==> config.mk <==
export PLATFORM = sky130hd
export DESIGN_NAME = mul_dispatcher
export DESIGN_NICKNAME = d
export VERILOG_FILES = /design/src/rtl/mul_dispatcher.sv
export SDC_FILE = /design/constraint.sdc
export NUM_CORES = 1
export LEC_CHECK = 0
export CAP_MARGIN = 40
export CORE_AREA = 4 4 93 95
export CTS_CLUSTER_DIAMETER = 30
export DETAILED_ROUTE_END_ITERATION = 10
export DIE_AREA = 0 0 97 99
export PLACE_DENSITY = 0.92
export REMOVE_ABC_BUFFERS = 1
export SYNTH_ARGS = -nofsm -noshare
export SYNTH_HDL_FRONTEND = slang
export SYNTH_SLANG_ARGS = --single-unit
==> constraint.sdc <==
create_clock -name i_clock -period 4.2 [get_ports i_clock]
set_clock_uncertainty 0.1 [all_clocks]
set_input_delay 0.84 -clock i_clock [delete_from_list [all_inputs] [get_ports i_clock]]
set_output_delay 0.84 -clock i_clock [all_outputs]
set_load 0.02 [all_outputs]
Figure 1. Clock routing (run 1).
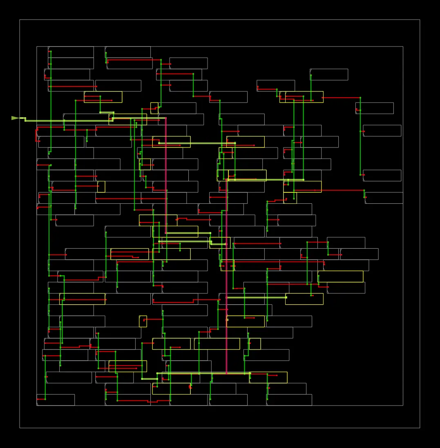
number of clock buffers inserted by TritonCTS: 17
clk sinks: 116
Clock Latency Late Sink: 0.50 ns
registers: 116

Figure 2. Gate-type map (run 1).
(3 px per µm)
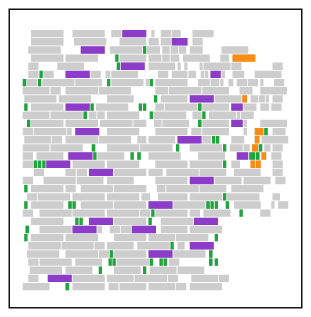
purple -> multiplexers  # cells 25
green -> NAND gates  # cells 65, where all over the die
orange -> inverting AOI/OAI gates  # cells 8, where east
most frequent logic cell in the layout: edfxtp_1
Non-Filler Instances: 449
combinational share of cell area: 0.195

Figure 3. Clock network drawn from the DEF (run 1).
(4 px per µm)
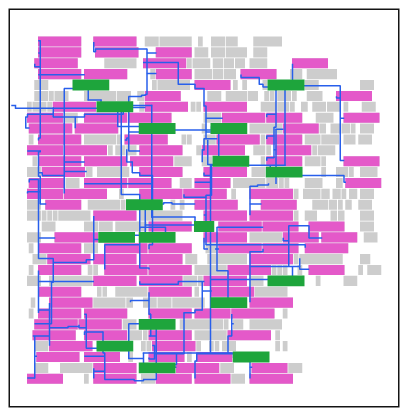
green -> cells driving clock nets  # count 17
magenta -> flip-flops  # count 116
blue -> clock wires  # length 1390 µm
routed clock nets = 18
clock share of power: 0.301
Power Clock: 1.46 mW

Figure 4. The metal 3 layer (run 1).
(4 px per µm)
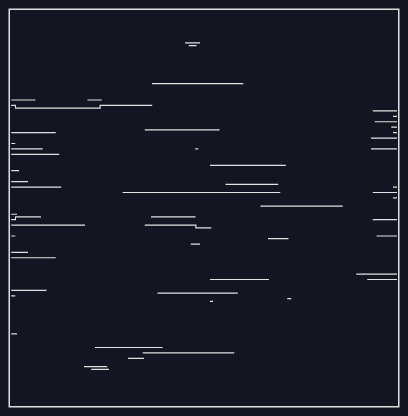
main direction = horizontal
longest straight run = 39.1 µm
share of all routed wire = 4.9%
met3 Track Usage GR: 0.0658
via count: 2474
wirelength, routed: 9.54 mm

==> results.yml, run 1 <==
# generated from flow reports
run_status:
  outcome: "completed"
logic_synthesis:
  ys_seq_frac: 0.732
  ff_type: "edfxtp_1"
  synth.logic.top_family: "multiplexers"
  synth-edff-count: 80
  synth-simple-area-share: 0.0735
  adder_share: 0.0349
  netlist_area_um2: 4510
  ys_cells: 267
  top_area_cell: "edfxtp_1"
final_layout:
  n_all_inverters: 13
  nFillCells: 435
  seq_area_um2: 3300
  num-multi-input-gates: 130
  seq_share: 0.570
  nClkBuffers: 17
  logic_area_um2: 1130
  mostFrequentLayoutCells: "edfxtp_1 (80), nand2_1 (64), clkdlybuf4s50_1 (51)"
  largest_class: "registers"
  fin_area_um2: 5800
  final_nets: 371
  area_growth_pct: 28.5
timing:
  max_clock_freq_mhz: 343
  rsz0062_at_grt: "no"
  drv_slew: 0
  finalSetupTns_ns: 0
  slew_headroom: 0.552
  finalHoldViolCount: 0
  worst_slack_ns: 1.28
setup_path:
  cp.arrival_ns: 1.98
  critPathCaptureType: "primary output"
  worstPathMaxFanout: 6
  r2r_slack_ns: 1.66
  path_depth: 2
detailed_routing:
  topRoutingLayerUsed: "met4"
  first_iter_violations: 157
  wl_met3_um: 466
  drt_first_pass_iters: 4
  via_per_inst: 5.51
power:
  p_int_mw: 3.28
  p_sw_mw: 1.58
  maxPowerGroup: "registers"
placed_design:
  dp_hpwl_mm: 5.56
  dp_cells: 418
  place_ws_ns: 1.40
global_route:
  grt_pass1_wl_mm: 15.6
  grt.overflow.total: 0
floorplanning:
  core_um2: 7730
  chipWidth_um: 97
  chipHeight_um: 99
hold_path:
  hold_path_class: "flop to flop"
--- run 2 (diff from run 1) ---
- CORE_AREA: 4 4 93 95 -> 4 4 100 102
- DIE_AREA: 0 0 97 99 -> 0 0 104 106
- PLACE_DENSITY: 0.92 -> 0.85
- clock period: 4.2 -> 2.55 ns (I/O delays scaled with it)
Figure 5. Signal wires by layer (run 2).
(2 px per µm)
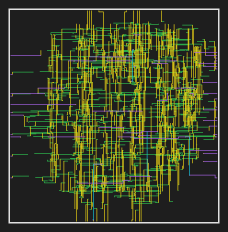
yellow -> met2  # wire length 4620 µm
cyan -> met4  # wire length 85.0 µm
green -> met1  # wire length 3390 µm
purple -> met3  # wire length 460 µm
via count: 2447
wire length per cell: 18.6 µm
wirelength, routed: 8.56 mm
total track usage: 0.171

==> results.yml, run 2 <==
# generated from flow reports
setup_path:
  cp.arrival_ns: 2.70
  worstPathMaxFanout: 6
  path_depth: 9
  r2r_slack_ns: 0.17
  critPathCaptureType: "flop"
logic_synthesis:
  ff_type: "edfxtp_1"
  ys_seq_frac: 0.732
  synth-edff-count: 80
  adder_share: 0.0349
  netlist_area_um2: 4510
  synth-simple-area-share: 0.0735
  synth.logic.top_family: "multiplexers"
  yosysWarnings: 0
final_layout:
  largest_class: "registers"
  lay_top_count: "edfxtp_1"
  n_all_inverters: 13
  nClkBuffers: 21
  seq_cells: 116
  area_growth_pct: 29.3
  nFillCells: 620
  seq_area_um2: 3300
  mostFrequentLayoutCells: "edfxtp_1 (80), nand2_1 (64), clkdlybuf4s50_1 (48)"
  comb-cell-share: 0.194
  num-multi-input-gates: 130
  logic_area_um2: 1130
  finalNonFillerCells: 459
  final_nets: 371
timing:
  finalHoldViolCount: 0
  max_clock_freq_mhz: 420
  worst_slack_ns: 0.172
  slew_headroom: 0.631
  drv_slew: 0
detailed_routing:
  first_iter_violations: 120
  wl_met3_um: 460
  drt_first_pass_iters: 4
  topRoutingLayerUsed: "met4"
  via_per_inst: 5.33
floorplanning:
  chipWidth_um: 104
  chipHeight_um: 106
  core_um2: 9110
placed_design:
  dp_cells: 427
  dp_hpwl_mm: 5.24
  place_ws_ns: 0.0970
global_route:
  use_met3: 0.0601
  grt.overflow.total: 0
run_status:
  outcome: "completed"
power:
  p_int_mw: 5.59
  p_sw_mw: 2.44
  combinationalPowerShare: 0.317
  maxPowerGroup: "registers"
clock_network:
  cts_hold_buf: 0
  cts_buffers: 17
  cts.sinks: 116
hold_path:
  hold_path_class: "input port to async pin"
Figure 6. Clock network drawn from the DEF (run 2).
(4 px per µm)
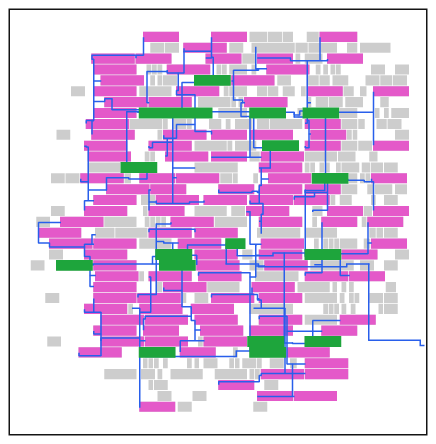
blue -> clock wires  # length 1320 µm
magenta -> flip-flops  # count 116
green -> cells driving clock nets  # count 17
routed clock nets = 18
Clock Latency Late Sink: 0.51 ns
clock share of power: 0.321
Power Clock: 2.58 mW

Power figures rest on the tool's default switching activity, not on a simulated workload.
